`config.mk`:
```
export PLATFORM = sky130hd
export DESIGN_NAME = comparator_array
export DESIGN_NICKNAME = d
export VERILOG_FILES = /design/src/rtl/comparator_pkg.sv /design/src/rtl/comparator_lane.sv /design/src/rtl/comparator_array.sv
export SDC_FILE = /design/constraint.sdc
export NUM_CORES = 1
export LEC_CHECK = 0
export CORE_MARGIN = 1.5
export CORE_UTILIZATION = 62
export DETAILED_ROUTE_END_ITERATION = 8
export PLACE_DENSITY = 0.83
export RECOVER_POWER = 25
export SYNTH_ARGS = -nofsm -noshare
export SYNTH_HDL_FRONTEND = slang
export SYNTH_HIERARCHICAL = 1
export SYNTH_SLANG_ARGS = --single-unit
```
`constraint.sdc`:
```
create_clock -name clk_i -period 10 [get_ports clk_i]
set_clock_uncertainty 0.05 [all_clocks]
set_input_delay 1 -clock clk_i [delete_from_list [all_inputs] [get_ports clk_i]]
set_output_delay 1 -clock clk_i [all_outputs]
set_load 0.05 [all_outputs]
```
`src/rtl/comparator_pkg.sv`:
```
// Shared types for the comparator array: operation encoding and the S1 stage record.
// Stage fields are held at CmpMaxWidth; narrower operands are sign/zero-extended into them.
package comparator_pkg;

  localparam int CmpMaxWidth = 64;

  typedef enum logic [2:0] {
    CMP_INF       = 3'd0,
    CMP_SUP       = 3'd1,
    CMP_INF_OR_EQ = 3'd2,
    CMP_SUP_OR_EQ = 3'd3,
    CMP_EQ        = 3'd4,
    CMP_NEQ       = 3'd5
  } comparator_intr_e;

  typedef struct packed {
    comparator_intr_e       instr;
    logic                   is_signed;
    logic [CmpMaxWidth-1:0] op_b;
    logic [CmpMaxWidth-1:0] lo;
    logic [CmpMaxWidth-1:0] hi;
  } cmp_s1_t;

endpackage

```
`src/rtl/comparator_lane.sv`:
```
// One channel of the comparator array: purely combinational, zero latency, no flow control.
// Ordering ops compare op_a against op_b; eq/neq test op_a against the saturated [lo, hi] band.
module comparator_lane
  import comparator_pkg::*;
(
  input  logic [CmpMaxWidth-1:0] op_a,
  input  logic [CmpMaxWidth-1:0] op_b,
  input  logic [CmpMaxWidth-1:0] lo,
  input  logic [CmpMaxWidth-1:0] hi,
  input  comparator_intr_e       instr,
  input  logic                   is_signed,
  output logic                   result
);

  logic lt;
  logic gt;
  logic in_band;

  always_comb begin
    lt      = is_signed ? ($signed(op_a) < $signed(op_b)) : (op_a < op_b);
    gt      = is_signed ? ($signed(op_a) > $signed(op_b)) : (op_a > op_b);
    in_band = is_signed ? (($signed(lo) <= $signed(op_a)) && ($signed(op_a) <= $signed(hi)))
                        : ((lo <= op_a) && (op_a <= hi));
    result  = 1'b0;
    case (instr)
      CMP_INF:       result = lt;
      CMP_SUP:       result = gt;
      CMP_INF_OR_EQ: result = !gt;
      CMP_SUP_OR_EQ: result = !lt;
      CMP_EQ:        result = in_band;
      CMP_NEQ:       result = !in_band;
      default:       result = 1'b0;
    endcase
  end

endmodule

```
`src/rtl/comparator_array.sv`:
```
// N-lane comparator with tolerance band and per-lane debounce; 2-cycle latency, valid/ready on both sides,
// a stalled output holds both stages. Signed operation is built only with COMPARATOR_SIGNED_EN defined.
module comparator_array
  import comparator_pkg::*;
#(
  parameter int DataWidth     = 32,
  parameter int NumChannels   = 4,
  parameter int DebounceDepth = 4
) (
  input  logic                                  clk_i,
  input  logic                                  rst_i,
  input  logic                                  in_valid_i,
  output logic                                  in_ready_o,
  input  comparator_intr_e                      instr_i,
  input  logic [NumChannels-1:0][DataWidth-1:0] op_a_i,
  input  logic [DataWidth-1:0]                  op_b_i,
  input  logic [DataWidth-1:0]                  op_precision_i,
`ifdef COMPARATOR_SIGNED_EN
  input  logic                                  op_signed_i,
`endif
  input  logic                                  clear_i,
  output logic                                  out_valid_o,
  input  logic                                  out_ready_i,
  output logic [NumChannels-1:0]                result_o,
  output logic                                  any_o,
  output logic                                  all_o,
  output logic [NumChannels-1:0]                stable_o
);

  localparam int ExtW = DataWidth + 2;
  localparam int CntW = $clog2(DebounceDepth + 1);
  localparam logic [CntW-1:0] CntMax = CntW'(DebounceDepth);

  function automatic logic [CmpMaxWidth-1:0] widen(input logic [DataWidth-1:0] v, input logic sgn);
    logic [CmpMaxWidth-1:0] r;
    r = {CmpMaxWidth{sgn & v[DataWidth-1]}};
    r[DataWidth-1:0] = v;
    return r;
  endfunction

  logic in_sgn;
`ifdef COMPARATOR_SIGNED_EN
  assign in_sgn = op_signed_i;
`else
  assign in_sgn = 1'b0;
`endif

  // Two guard bits keep b +/- precision exact before clamping, for both signednesses.
  logic [ExtW-1:0]      b_x;
  logic [ExtW-1:0]      p_x;
  logic [ExtW-1:0]      lo_x;
  logic [ExtW-1:0]      hi_x;
  logic [ExtW-1:0]      min_x;
  logic [ExtW-1:0]      max_x;
  logic [DataWidth-1:0] lo_sat;
  logic [DataWidth-1:0] hi_sat;

  always_comb begin
    b_x    = {{2{in_sgn & op_b_i[DataWidth-1]}}, op_b_i};
    p_x    = {2'b00, op_precision_i};
    lo_x   = b_x - p_x;
    hi_x   = b_x + p_x;
    min_x  = in_sgn ? {3'b111, {(DataWidth-1){1'b0}}} : '0;
    max_x  = in_sgn ? {3'b000, {(DataWidth-1){1'b1}}} : {2'b00, {DataWidth{1'b1}}};
    lo_sat = ($signed(lo_x) < $signed(min_x)) ? min_x[DataWidth-1:0] : lo_x[DataWidth-1:0];
    hi_sat = ($signed(hi_x) > $signed(max_x)) ? max_x[DataWidth-1:0] : hi_x[DataWidth-1:0];
  end

  cmp_s1_t                s1_q;
  logic [CmpMaxWidth-1:0] s1_op_a [NumChannels];
  logic                   s1_vld;
  logic                   s2_vld;
  logic                   s2_take;
  logic                   accept;
  logic                   out_hs;
  logic [NumChannels-1:0] lane_res;

  assign s2_take     = !s2_vld || out_ready_i;
  assign in_ready_o  = !s1_vld || s2_take;
  assign accept      = in_valid_i && in_ready_o;
  assign out_hs      = s2_vld && out_ready_i;
  assign out_valid_o = s2_vld;

  always_ff @(posedge clk_i or posedge rst_i) begin
    if (rst_i) begin
      s1_vld <= 1'b0;
      s1_q   <= '0;
      for (int i = 0; i < NumChannels; i++) begin
        s1_op_a[i] <= '0;
      end
    end else if (accept) begin
      s1_vld         <= 1'b1;
      s1_q.instr     <= instr_i;
      s1_q.is_signed <= in_sgn;
      s1_q.op_b      <= widen(op_b_i, in_sgn);
      s1_q.lo        <= widen(lo_sat, in_sgn);
      s1_q.hi        <= widen(hi_sat, in_sgn);
      for (int i = 0; i < NumChannels; i++) begin
        s1_op_a[i] <= widen(op_a_i[i], in_sgn);
      end
    end else if (s2_take) begin
      s1_vld <= 1'b0;
    end
  end

  for (genvar g = 0; g < NumChannels; g++) begin : g_lane
    comparator_lane u_lane (
      .op_a      (s1_op_a[g]),
      .op_b      (s1_q.op_b),
      .lo        (s1_q.lo),
      .hi        (s1_q.hi),
      .instr     (s1_q.instr),
      .is_signed (s1_q.is_signed),
      .result    (lane_res[g])
    );
  end

  always_ff @(posedge clk_i or posedge rst_i) begin
    if (rst_i) begin
      s2_vld   <= 1'b0;
      result_o <= '0;
    end else if (s2_take) begin
      s2_vld <= s1_vld;
      if (s1_vld) begin
        result_o <= lane_res;
      end
    end
  end

  assign any_o = |result_o;
  assign all_o = &result_o;

  // Debounce history advances only on delivered results; clear takes priority.
  logic [CntW-1:0]        cnt_q [NumChannels];
  logic [NumChannels-1:0] prev_q;

  always_ff @(posedge clk_i or posedge rst_i) begin
    if (rst_i) begin
      prev_q <= '0;
      for (int i = 0; i < NumChannels; i++) begin
        cnt_q[i] <= '0;
      end
    end else if (clear_i) begin
      prev_q <= '0;
      for (int i = 0; i < NumChannels; i++) begin
        cnt_q[i] <= '0;
      end
    end else if (out_hs) begin
      prev_q <= result_o;
      for (int i = 0; i < NumChannels; i++) begin
        if (result_o[i] == prev_q[i]) begin
          if (cnt_q[i] != CntMax) begin
            cnt_q[i] <= cnt_q[i] + CntW'(1);
          end
        end else begin
          cnt_q[i] <= CntW'(1);
        end
      end
    end
  end

  always_comb begin
    stable_o = '0;
    for (int i = 0; i < NumChannels; i++) begin
      stable_o[i] = (cnt_q[i] == CntMax);
    end
  end

endmodule
```
==> run_1/clock_nets.png <==
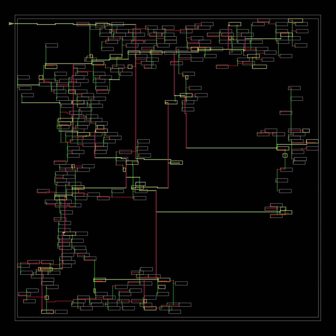
clk pwr: 1.12 mW
total clock sinks: 249
CLK BUF: 37
Clock Latency Late Sink: 0.59 ns
seq_cells: 249

==> run_1/port_trees.png <==
Scale: 2 px per um.
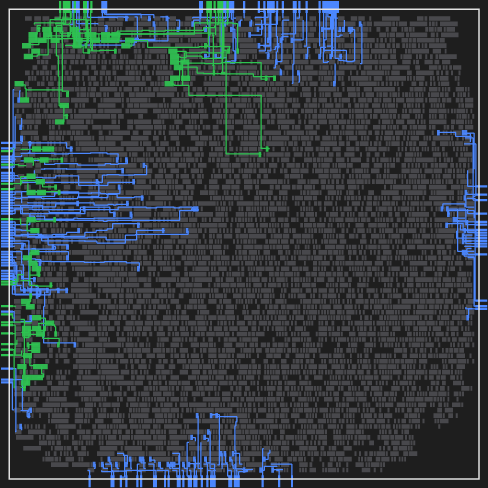
legend:
  blue:
    port: `op_a_i`
    direction: input
    edge: 43 west, 37 north, 31 south, 17 east
    end_cells: 128
    buffers: 128
    wire: 4,020 um
  green:
    port: `op_b_i`
    direction: input
    edge: 17 north, 15 west
    end_cells: 96
    buffers: 32
    wire: 1,690 um

==> run_1/ff_map.png <==
Scale: 1 px per um. Other sequential cells in the stronger grey, the rest of the logic in the fainter grey.
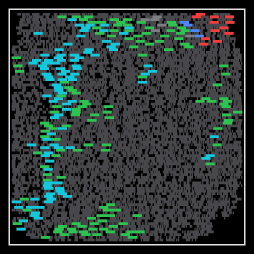
legend:
  blue:
    netlist_name: `prev_q`
    placed_flops: 4
    where: north-east
  cyan:
    netlist_name: `s1_q`
    placed_flops: 99
  red:
    netlist_name: `cnt_q`
    placed_flops: 12
    where: north-east
  green:
    netlist_name: `s1_op_a`
    placed_flops: 128
    where: all over the die
not coloured: 6

-- run 1: metrics by stage --
| step | setup slack (ns) | utilization (%) | hold slack, ns | instances | power (mW) |
|---|---|---|---|---|---|
| 2_1_floorplan | 2.11 | - | 0.407 | 5093 | 2.97 |
| 3_3_place_gp | 4.90 | 73.7 | 0.415 | 5925 | 3.59 |
| 3_5_place_dp | 4.84 | 73.7 | 0.431 | 5925 | 3.67 |
| 4_1_cts | 5.46 | 75.6 | 0.445 | 5977 | 4.81 |
| 6_report | 4.00 | 75.6 | 0.443 | 5979 | 4.92 |
| 5_1_grt | 2.95 | 75.6 | 0.473 | 5977 | 5.29 |
-- run 1: worst reg2reg max path: stages (launching register included) --
cell and delay, ns:
dfrtp_1 0.56, inv_1 0.09, ha_1 0.29, nor2b_1 0.13
o21a_1 0.16, o21ai_0 0.15, nand2b_1 0.13, a211o_1 0.45
a221oi_1 0.82, o211ai_1 0.26, mux2i_1 0.35, nand4_1 0.28
mux2_2 0.34
-- run 1: final cells by class --
| cell class | count | share of cell area (%) |
|---|---|---|
| diodes | 2 | 0.0126 |
| clock buffers | 37 | 2.02 |
| clock inverters | 15 | 0.465 |
| inverters | 848 | 8.00 |
| multi-input cells | 3919 | 66.2 |
| flip-flops and latches | 249 | 15.7 |
| well taps | 688 | 2.16 |
| repair buffers | 221 | 5.50 |
-- run 1: sequential cells by signal, indices dropped and copies added (netlist names) --
| name | count |
|---|---|
| out_valid_o | 1 |
| cnt_q | 12 |
| s1_vld | 1 |
| result_o | 4 |
| s1_op_a | 128 |
| prev_q | 4 |
| s1_q | 99 |
==> out/metrics.cfg, run 1 <==
[run_status]
violations = max-capacitance violations, max-slew violations
outcome = finished, violations left

[yosys]
ys_sh_adder_pct = 31.9
simple_gate_share_pct = 18.7
synth_top_cell_by_area = ha_1
avgSynthCellArea_um2 = 7.68
synth_warnings = 6
synthesis.area_um2 = 33100

[critical_path]
worstPathArrival_ns = 6.52
worstSetupPathDepth = 4
r2r-end = result_o[0]

[final_layout]
layout_top_cells = inv_1 (847), ha_1 (840), conb_1 (784), nand2_1 (686), a21oi_1 (362)
nets = 6310
lay_top_count = inv_1
fin_area_um2 = 39800

[grt]
grt_overflow = 0
track_usage_pct = 34.4
grt_pass1_wl_um = 150000
use_met2_pct = 57.5

[power]
peakVddDrop_mv = 0.146
comb_power_mw = 2.28
top_power_group = combinational logic

[floorplan]
ios = 212

[timing]
period_needed_ns = 6.00
report.final.slew_viol_count = 112

[clock_network]
max-clock-path-buffers = 3

[place]
placement.cell_area_um2 = 38800

[run]
max-cap-violations = 1

[routing]
via_per_inst = 5.36

==> run_1/layers.png <==
Scale: 1.5 px per um.
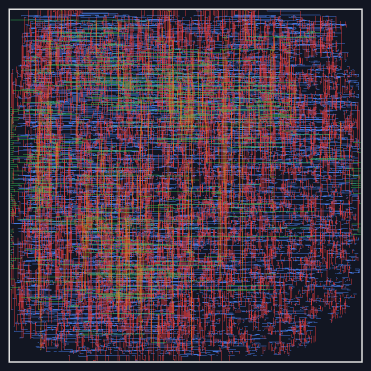

==> run 1 -> run 2 <==
- CORE_UTILIZATION: 62 -> 56
- PLACE_DENSITY: 0.83 -> 0.79
- clock period: 10 -> 5.3 ns (I/O delays scaled with it)
==> run_2/layers.png <==
Scale: 1.5 px per um.
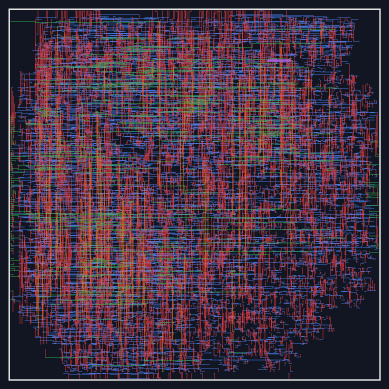
legend:
  green:
    layer: M3
    wire_length: 6,800 um
  purple:
    layer: M5
    wire_length: 13.8 um
  red:
    layer: M2
    wire_length: 43.4 mm
  blue:
    layer: M1
    wire_length: 40.6 mm
  orange:
    layer: M4
    wire_length: 4,160 um
Vias: 31,600
WL/cell: 15.7 um
GRT Overall Usage: 31.5%
Detailed Route WL: 95,000 um

==> run_2/clock_nets.png <==
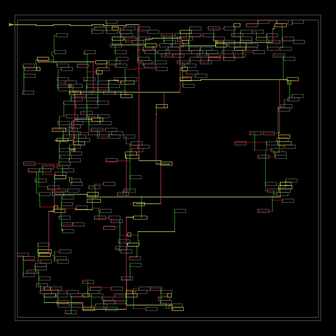
Clock Latency Late Sink: 0.61 ns
CLK BUF: 41

==> run 2 against run 1 <==
  * The flow still finishes with violations (max-capacitance violations, max-slew violations)
  * Wire length increased by 0.99%
  * Utilization decreased by 6.4 points
  * Worst hold slack got worse by 0.055 ns
  * Via count decreased by 1.5%
  * Critical path depth grew 9
  * Largest power group unchanged
  * Power is 95% higher
==> out/metrics.cfg, run 2 <==
[final_layout]
reg_top3 = s1_op_a (128), s1_q (99), cnt_q (12)
nets = 6315  ; +0.079%
utilization_pct = 69.1  ; -6.4 points
largest_reg_flops = 128  ; unchanged
diodes = 0  ; -2
layout_top_cells = inv_1 (847), ha_1 (840), conb_1 (784), nand2_1 (686), a21oi_1 (362)
lay_top_count = inv_1
largest-register = s1_op_a

[critical_path]
r2r-end = result_o[3]
worstPathArrival_ns = 4.70  ; -1.82 ns

[grt]
grt_pass1_wl_um = 152000  ; +1.4%
grt_overflow = 0  ; unchanged

[power]
comb_power_mw = 4.28  ; +88%
netSwitchingFraction_pct = 42.4
pg_clk_mw = 2.41  ; +120%
top_power_group = combinational logic
peakVddDrop_mv = 0.274  ; +88%
power_mw = 9.58  ; +95%

[run_status]
outcome = finished, violations left
violations = max-capacitance violations, max-slew violations

[timing]
period_needed_ns = 4.21
report.final.slew_viol_count = 87  ; -22%
finalSetupViolCount = 0
min_period_over_period_pct = 79.5

[yosys]
synth_warnings = 6  ; unchanged

[clock_network]
max-clock-path-buffers = 3  ; unchanged
cts_sinks = 249  ; unchanged

[run]
max-cap-violations = 1  ; unchanged

[floorplan]
fp-row-count = 88
ios = 212  ; unchanged

[routing]
drtIter0Drc = 1930
via_per_inst = 5.21  ; -2.8%

run 2: cell counts after synthesis:
Identical to the previous run, type by type.
run 2: critical path, delay by kind of cell:
| family | cells | cell delay, ns |
|---|---|---|
| and+or+nand+nor | 3 | 0.81 |
| buffers and inverters | 3 | 0.96 |
| AOI/OAI and AO/OA | 6 | 1.92 |
| adders and majority gates | 1 | 0.47 |
run 2: metrics by stage:
| step | instance area, um^2 | instances | setup slack, ns | hold slack (ns) |
|---|---|---|---|---|
| finish | 40100 | 6060 | 1.09 | 0.388 |
| global route | 40100 | 6060 | 1.02 | 0.388 |
| CTS | 40100 | 6060 | 1.20 | 0.207 |
| detailed placement | 39000 | 6006 | 0.595 | 0.431 |
| global placement | 39000 | 6006 | 0.660 | 0.426 |
| floorplan | 36100 | 5093 | 1.45 | 0.407 |
run 2: logic make-up after synthesis:
group	after synthesis	share of synthesized area, %
and+or+nand+nor	1308	18.7
AOI/OAI and AO/OA	919	18.3
buffers and inverters	925	10.6
adders and majority gates	842	31.9
xor gates and xnor gates	54	1.43
DFF	249	18.8
other	1	0.0113
muxes	12	0.378
run 2: per-layer routing:
| layer | GRT usage, % | wire length [um] | vias to the layer above |
|---|---|---|---|
| met5 | 0 | 13 | - |
| met2 | 52.9 | 43400 | 927 |
| met3 | 4.14 | 6800 | 207 |
| met1 | 40.6 | 40600 | 14600 |
| met4 | 12.9 | 4160 | 2 |
| li1 | - | - | 15900 |
run 2: layout make-up:
cell class | count | area, um^2 | share of cell area (%)
clock buffer | 41 | 872 | 2.17
clock inverter | 13 | 280 | 0.699
inverter | 848 | 3180 | 7.94
multi-input combinational | 3919 | 26300 | 65.7
sequential | 249 | 6230 | 15.5
tap | 765 | 957 | 2.39
timing repair buffer | 225 | 2250 | 5.62
No activity file was given, so power comes from the tool's default toggle rates.
